--- src/rtl/pixel_scan_gen.sv ---
// pixel_scan_gen
//   Raster-order pixel generator feeding the Mandelbrot iteration pipeline.
//   A start pulse in IDLE latches the view window (re_min, im_max, step) and
//   emits one pixel per clock: screen address (pix_x, pix_y) plus complex
//   constant (c_re, c_im). Coordinates are stepped incrementally and wrap
//   modulo 2^COORD_WIDTH.
//
// Ports
//   clock       rising-edge clock
//   reset       synchronous, active-high reset
//   start       frame request, sampled only in IDLE
//   hold        (SCAN_HOLD_EN only) pause emission without losing pixels
//   re_min      real part of the left column
//   im_max      imaginary part of the top row
//   step        per-pixel delta on both axes
//   busy        high while scanning
//   pix_valid   pixel outputs valid this cycle
//   pix_x/pix_y screen address of the pixel
//   c_re/c_im   complex constant of the pixel
//   pix_last    marks pixel (H_RES-1, V_RES-1)
//   frame_done  one-cycle pulse after the final pixel
//
// Build option: define SCAN_HOLD_EN to add the hold input.
//
// state | meaning
// IDLE  | waiting for start, pix_valid=0, busy=0
// SCAN  | one pixel per cycle (or frozen while hold=1)

module pixel_scan_gen #(
  parameter int H_RES       = 640,
  parameter int V_RES       = 480,
  parameter int X_BITS      = 10,
  parameter int Y_BITS      = 9,
  parameter int COORD_WIDTH = 32,
  parameter int FRAC_BITS   = 28
) (
  input  logic                   clock,
  input  logic                   reset,
  input  logic                   start,
`ifdef SCAN_HOLD_EN
  input  logic                   hold,
`endif
  input  logic [COORD_WIDTH-1:0] re_min,
  input  logic [COORD_WIDTH-1:0] im_max,
  input  logic [COORD_WIDTH-1:0] step,
  output logic                   busy,
  output logic                   pix_valid,
  output logic [X_BITS-1:0]      pix_x,
  output logic [Y_BITS-1:0]      pix_y,
  output logic [COORD_WIDTH-1:0] c_re,
  output logic [COORD_WIDTH-1:0] c_im,
  output logic                   pix_last,
  output logic                   frame_done
);

  if (FRAC_BITS >= COORD_WIDTH || (1 << X_BITS) < H_RES || (1 << Y_BITS) < V_RES) begin : g_param_check
    $error("pixel_scan_gen: inconsistent parameters");
  end

  localparam logic [X_BITS-1:0] X_END = X_BITS'(H_RES - 1);
  localparam logic [Y_BITS-1:0] Y_END = Y_BITS'(V_RES - 1);

  typedef enum logic {IDLE, SCAN} state_t;

  state_t state, nxt_state;

  logic hold_int;
`ifdef SCAN_HOLD_EN
  assign hold_int = hold;
`else
  assign hold_int = 1'b0;
`endif

  logic [COORD_WIDTH-1:0] re_min_q, im_max_q, step_q;
  logic [COORD_WIDTH-1:0] nxt_re_min, nxt_im_max, nxt_step;
  logic [X_BITS-1:0]      nxt_x;
  logic [Y_BITS-1:0]      nxt_y;
  logic [COORD_WIDTH-1:0] nxt_re, nxt_im;
  logic                   nxt_valid, nxt_busy, nxt_last, nxt_done;

  always_ff @(posedge clock) begin
    if (reset) begin
      state      <= IDLE;
      re_min_q   <= '0;
      im_max_q   <= '0;
      step_q     <= '0;
      pix_x      <= '0;
      pix_y      <= '0;
      c_re       <= '0;
      c_im       <= '0;
      pix_valid  <= 1'b0;
      busy       <= 1'b0;
      pix_last   <= 1'b0;
      frame_done <= 1'b0;
    end else begin
      state      <= nxt_state;
      re_min_q   <= nxt_re_min;
      im_max_q   <= nxt_im_max;
      step_q     <= nxt_step;
      pix_x      <= nxt_x;
      pix_y      <= nxt_y;
      c_re       <= nxt_re;
      c_im       <= nxt_im;
      pix_valid  <= nxt_valid;
      busy       <= nxt_busy;
      pix_last   <= nxt_last;
      frame_done <= nxt_done;
    end
  end

  always_comb begin
    nxt_state  = state;
    nxt_re_min = re_min_q;
    nxt_im_max = im_max_q;
    nxt_step   = step_q;
    nxt_x      = pix_x;
    nxt_y      = pix_y;
    nxt_re     = c_re;
    nxt_im     = c_im;
    nxt_valid  = 1'b0;
    nxt_busy   = 1'b0;
    nxt_last   = 1'b0;
    nxt_done   = 1'b0;

    unique case (state)
      IDLE: begin
        if (start) begin
          nxt_state  = SCAN;
          nxt_re_min = re_min;
          nxt_im_max = im_max;
          nxt_step   = step;
          nxt_x      = '0;
          nxt_y      = '0;
          nxt_re     = re_min;
          nxt_im     = im_max;
          nxt_valid  = 1'b1;
          nxt_busy   = 1'b1;
          nxt_last   = (X_END == '0) && (Y_END == '0);
        end
      end
      SCAN: begin
        nxt_busy = 1'b1;
        if (hold_int) begin
          // registered pixel was already emitted; freeze it and go invalid
          nxt_last = pix_last;
        end else if (pix_last) begin
          nxt_state = IDLE;
          nxt_busy  = 1'b0;
          nxt_done  = 1'b1;
        end else begin
          nxt_valid = 1'b1;
          if (pix_x != X_END) begin
            nxt_x  = pix_x + 1'b1;
            nxt_re = c_re + step_q;
          end else begin
            nxt_x  = '0;
            nxt_re = re_min_q;
            nxt_y  = pix_y + 1'b1;
            nxt_im = c_im - step_q;
          end
          nxt_last = (nxt_x == X_END) && (nxt_y == Y_END);
        end
      end
      default: nxt_state = IDLE;
    endcase
  end

endmodule

--- config.mk ---
export PLATFORM = sky130hd
export DESIGN_NAME = pixel_scan_gen
export DESIGN_NICKNAME = d
export VERILOG_FILES = /design/src/rtl/pixel_scan_gen.sv
export SDC_FILE = /design/constraint.sdc
export NUM_CORES = 1
export LEC_CHECK = 0
export ABC_CLOCK_PERIOD_IN_PS = 2600
export CAP_MARGIN = 40
export CORE_AREA = 2 2 158 160
export DETAILED_ROUTE_END_ITERATION = 7
export DIE_AREA = 0 0 160 162
export PLACE_DENSITY = 0.69
export SYNTH_ARGS = -nofsm -noshare
export SYNTH_HDL_FRONTEND = slang
export SYNTH_SLANG_ARGS = --single-unit
--- constraint.sdc ---
create_clock -name clock -period 2.6 [get_ports clock]
set_input_delay 0.52 -clock clock [delete_from_list [all_inputs] [get_ports clock]]
set_output_delay 0.52 -clock clock [all_outputs]
set_load 0.005 [all_outputs]
Figure 1. Routing congestion (run 1).
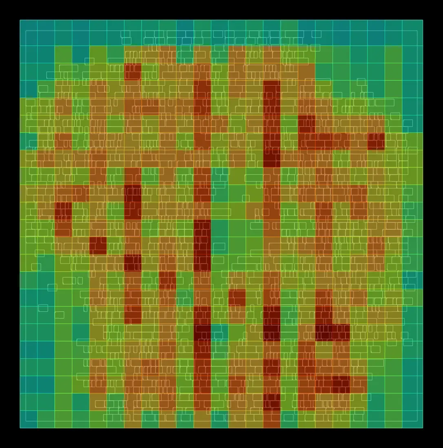
global-route track usage on met2: 37.9%
final core occ: 58.7%
wire per inst: 17.2 um
most used routing layer: met2

Figure 2. Supply network (run 1).
Bar = 50 um. Pins as bars on the die edge. Tap cells in gray.
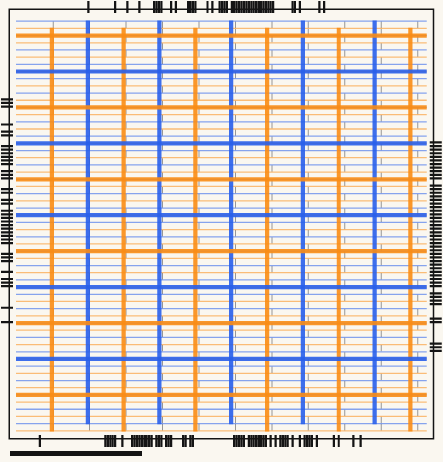
[orange] VSS
[blue] VDD
rows: 57
met4 straps: 11
Chip Width: 160 um
die height: 162 um
core area: 24100 sq um
peak supply drop: 0.000438 V

Figure 3. Met4 routing (run 1).
Cells faint in the background.
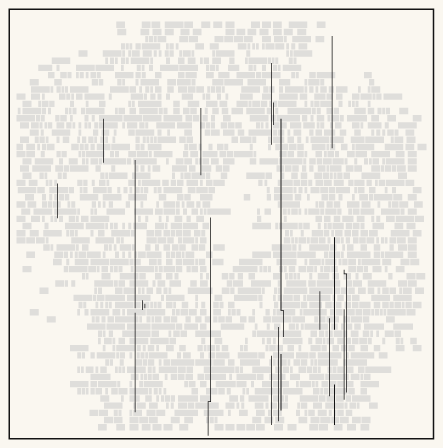
share of all routed wire: 2.0%
main direction: vertical
Vias: 10600
final WL: 33100 um

==> results.json, run 1 <==
{
  "warning_count": 29,
  "hold_path_class": "reg -> reg",
  "grt_use_total_pct": 24.1,
  "setup_violations": 17,
  "area_growth_pct": 48.4,
  "worst-path-buf-inv": 1,
  "slew_headroom_pct": 65.1,
  "violations": "setup timing",
  "postSynthSeqShare_pct": 31.5,
  "drive_gt1_share_pct": 21.3,
  "die_area_sq_um": 25900,
  "grt-ovfl-total": 0,
  "cts_hold_buf": 0,
  "yosys_most_used_dff": "dfxtp_1",
  "syn-num-nets": 1451,
  "tightest_slew_ps": 521,
  "path_class": "reg -> reg",
  "fin_crit_sh_pct": 107,
  "hpwlAfterDp_um": 23600,
  "max_cap_violations": 0,
  "intPower_w": 0.00563,
  "p_leak_nw": 5.91,
  "setup_ws_ps": -172,
  "cp.required_ps": 2920,
  "edf_count": 0,
  "layout_top_cells": "233 x nand2_1, 184 x clkdlybuf4s50_1, 159 x buf_4",
  "swShare_pct": 34.3,
  "ys_seq_elements": 150,
  "drt_iter0_markers": 891,
  "clock_skew_ps": 14.3,
  "clockPowerShare_pct": 28.9,
  "cts.htree.levels": 4,
  "initial_utilization_pct": 39.6,
  "antenna_left": 0,
  "clock-sinks": 150,
  "status": "complete, but fails checks",
  "period_minus_slack_ps": 2770,
  "total_power_w": 0.00856,
  "cpLargestDelayFamily": "AND-OR/OR-AND gates",
  "dr.pass1.iters": 6,
  "yosys.area.top_type": "dfxtp_1",
  "fmax_mhz": 361,
  "rsz0062_at_grt": "yes",
  "grt_max_degree": 99,
  "async_flop_share_pct": 0,
  "grt_pass1_vias": 9433
}
[run 1: cell families (layout without fill, tap and decap cells)]
family                   count (synthesis)  count (layout)  synth area share (%)
flip-flops                             150             150                  31.5
adder cells (fa/ha/maj)                 66              66                  8.82
AND-OR/OR-AND                          407             407                  27.4
AND/OR/NAND/NOR                        481             481                  21.4
multiplexers                            12              12                  1.27
XOR/XNOR                                55              55                  5.05
buffers and inverters                  115             430                  4.62
[run 1: synthesized netlist by cell type (3+ instances only)]
library cell	n
ha_1	64
or3_1	3
o2111ai_1	3
a211oi_1	44
nand2b_1	13
a31oi_1	12
xor2_1	28
o21a_1	7
nand3_1	27
buf_1	6
o22ai_1	10
dfxtp_1	150
o21bai_1	5
and2_1	5
buf_2	4
a22oi_1	5
a21oi_1	152
nand4_1	6
mux2i_1	11
o21ai_1	3
or2_2	4
a2111oi_0	8
nor2_1	139
clkbuf_1	60
and3_1	13
xnor2_1	27
a21o_1	36
nor2b_1	6
o21ai_0	69
o31ai_1	4
o211ai_1	10
a211o_1	5
a311oi_1	9
nor3b_1	4
inv_1	43
nand2_1	236
nor3_1	15
nor4_1	5
[run 1: metal layers]
metal,GRT usage (%),vias up,routed length [um]
met2,37.9,391,14900
met1,34.6,4955,15400
met3,3.55,49,2120
li1,-,5160,-
met4,6.31,0,656
met5,0,-,0
[run 1: worst reg2reg max path, stage by stage (launching register included)]
cell and delay, ps:
dfxtp_2 320, buf_6 110, ha_4 220, a2111oi_4 320, a21boi_4 280, o311ai_4 120
a21oi_4 170, o21ai_2 100, and4_4 210, a221o_1 340, a31oi_2 210, mux2i_1 200
nand2_1 60
[run 1: sequential cells by signal, indices dropped and copies added, names as in the netlist]
| register | cells |
|---|---|
| c_im | 32 |
| c_re | 32 |
| frame_done | 1 |
| pix_last | 1 |
| pix_x | 10 |
| pix_y | 9 |
| re_min_q | 32 |
| state | 1 |
| step_q | 32 |
[run 1: worst paths after layout]
path / startpoint / to / slack, ps / cells past startpoint
setup / recovery: step_q[4] / c_re[28] / -170 / 12
hold / removal: re_min_q[4] / re_min_q[4] / 450 / 2
setup reg to reg: step_q[4] / c_re[28] / -170 / 12
hold reg to reg: re_min_q[4] / re_min_q[4] / 450 / 2
[run 1: through the flow]
stage	hold slack, ps	instances	worst slack, ps
floorplan	433	1286	-82.4
global placement	441	1883	-296
detailed placement	446	1883	-384
CTS	455	1921	-183
global route	470	1925	-307
finish	451	1925	-172
[run 1: power groups by stage]
stage	clock network (W)	registers (W)	logic, W
after floorplan	0	0.00267	0.00170
after global placement	0	0.00271	0.00294
after detailed placement	0	0.00271	0.00298
after CTS	0.00251	0.00267	0.00313
after global routing	0.00261	0.00270	0.00369
final	0.00248	0.00268	0.00340
[run 1: cell type report]
cell class / count / area [sq um]
multi-input cells: 1021 / 6750
inverters: 44 / 165
clock inverters: 11 / 116
well taps: 324 / 405
repair buffers: 354 / 3220
clock buffers: 21 / 470
fillers: 2200 / 9950
flip-flops and latches: 150 / 3030
[run 1: repair_timing]
| action | 4_1_cts | 5_1_grt |
|---|---|---|
| pin swaps | 36 | 29 |
| setup buffers | 8 | 5 |
| setup endpoints to repair | 28 | 49 |
| gates resized | 55 | 84 |
==> run 1 -> run 2 <==
- PLACE_DENSITY: 0.69 -> unset
- PLACE_DENSITY_LB_ADDON: unset -> 0.1
- TNS_END_PERCENT: unset -> 1
Figure 4. Zoomed window (run 2).
Region (108, 28) to (133, 53) um. Cells in gray, sequential cells in the stronger gray; small squares are vias.
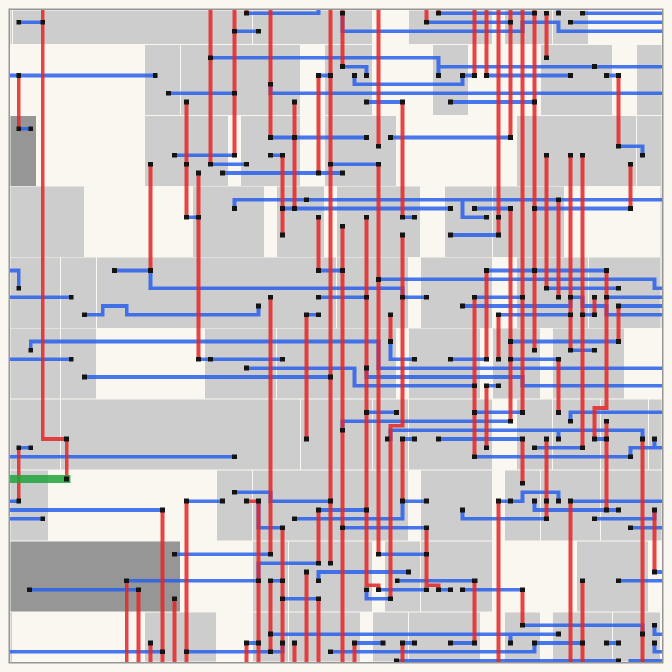
[green] M3
[red] M2
[blue] M1
most frequent: buf_4 (16), inv_1 (6), nand2_1 (5)
cells with their middle in the window: 57
sequential cells in the window: 1
netlist names of flops here include: `c_im` (1)

Figure 5. Supply network (run 2).
Bar = 50 um. Pins as bars on the die edge. Tap cells in gray.
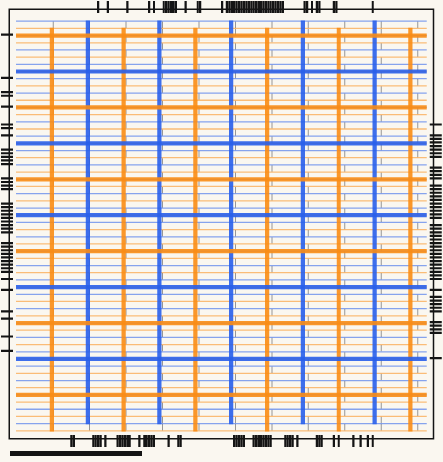
[orange] VSS
[blue] VDD
met1 rails: 58
met5 straps: 11
tap cells: 324
rows: 57
met4 straps: 11

==> results.json, run 2 <==
{
  "die_area_sq_um": 25900,
  "hold_start": "re_min_q[4]",
  "cpLargestDelayFamily": "AND-OR/OR-AND gates",
  "yosys.area.top_type": "dfxtp_1",
  "cts.htree.levels": 4,
  "grt_max_degree": 79,
  "hold_path_class": "reg -> reg",
  "rsz0062_at_grt": "yes",
  "syn-num-nets": 1451,
  "slew_headroom_pct": 50.8,
  "worst-path-buf-inv": 1,
  "dpl_worst_slack_ps": -512,
  "nFillCells": 2339,
  "warning_count": 29,
  "edf_count": 0,
  "grt_pass1_vias": 9811,
  "core_sq_um": 24100,
  "wl_per_cell_um": 16.9,
  "grt-ovfl-total": 0,
  "layout_top_cells": "235 x nand2_1, 184 x clkdlybuf4s50_1, 165 x buf_4",
  "setup_ws_ps": -209,
  "postSynthSeqShare_pct": 31.5,
  "path_class": "reg -> reg",
  "drt_iter0_markers": 628,
  "crit-reg2reg-launch": "step_q[4]",
  "period_minus_slack_ps": 2810,
  "startpoint": "step_q[4]",
  "p_leak_nw": 5.84,
  "peakVddDrop_v": 0.000338,
  "synthTopCellsByCount": "236 x nand2_1, 152 x a21oi_1, 150 x dfxtp_1, 139 x nor2_1, 69 x o21ai_0",
  "setup_violations": 21,
  "status": "complete, but fails checks",
  "grt_use_total_pct": 24.9,
  "max_cap_violations": 0,
  "violations": "setup timing"
}
-- run 2: cell count changes in the layout (fill, tap and decap cells not counted), sizes merged --
cell,before,now
buf,170,171
inv,47,44
bufinv,1,2
clkinvlp,1,3
-- run 2: per-layer routing --
layer / part of all wire, % / vias up / GRT usage [%]
met5: 0 / - / 0
met4: 1.3 / 0 / 6.76
met3: 5.2 / 27 / 3.09
met2: 44 / 279 / 40.0
met1: 49 / 4748 / 35.4
li1: - / 5144 / -
-- run 2: path summary, 6_finish.rpt --
path         slack, ps  cells after the start          end
max               -210                     12     c_re[28]
min                450                      2  re_min_q[4]
max reg2reg       -210                     12     c_re[28]
min reg2reg        450                      2  re_min_q[4]
-- run 2: cell type report --
type / count / area (sq um) / share of cell area [%]
multi-input combinational: 1021 / 6430 / 46.7
inverter: 44 / 165 / 1.20
sequential: 150 / 3010 / 21.8
clock buffer: 21 / 450 / 3.27
tap: 324 / 405 / 2.94
timing repair buffer: 355 / 3190 / 23.2
clock inverter: 11 / 128 / 0.926
-- run 2: cells by family after synthesis --
family	count (synthesis)	share of synthesized area [%]
DFF	150	31.5
xor gates and xnor gates	55	5.05
buffers and inverters	115	4.62
adders and majority gates	66	8.82
AOI/OAI and AO/OA	407	27.4
muxes	12	1.27
and+or+nand+nor	481	21.4
-- run 2: power breakdown --
group	internal, W	total (W)	switching (W)
Clock	0.00144	0.00248	0.00104
Sequential	0.00249	0.00266	0.000175
Combinational	0.00161	0.00317	0.00156
-- run 2: timing repair --
item / in CTS / in global routing
endpoints found under the setup margin: 27 / 47
hold buffers: 0 / 0
pin swaps: 37 / 14
hold endpoints to repair: 0 / 0
resized: 44 / 21
buffers inserted: 4 / 0
-- run 2: per-stage QoR --
step	power, W	instances	instance area [sq um]	TNS (ps)
final	0.00831	1926	13800	-1640
after global routing	0.00879	1926	13800	-5860
after CTS	0.00830	1926	13700	-1560
after detailed placement	0.00568	1890	12900	-5960
after global placement	0.00567	1890	12900	-4350
after floorplan	0.00434	1286	9570	-393
-- run 2: tightest hold or removal path, delay by kind of cell, from the launching register on --
kind / cells / cell delay, ps
and+or+nand+nor: 1 / 50
AOI/OAI and AO/OA: 1 / 50
DFF: 1 / 310
Power and IR drop assume default switching activity.
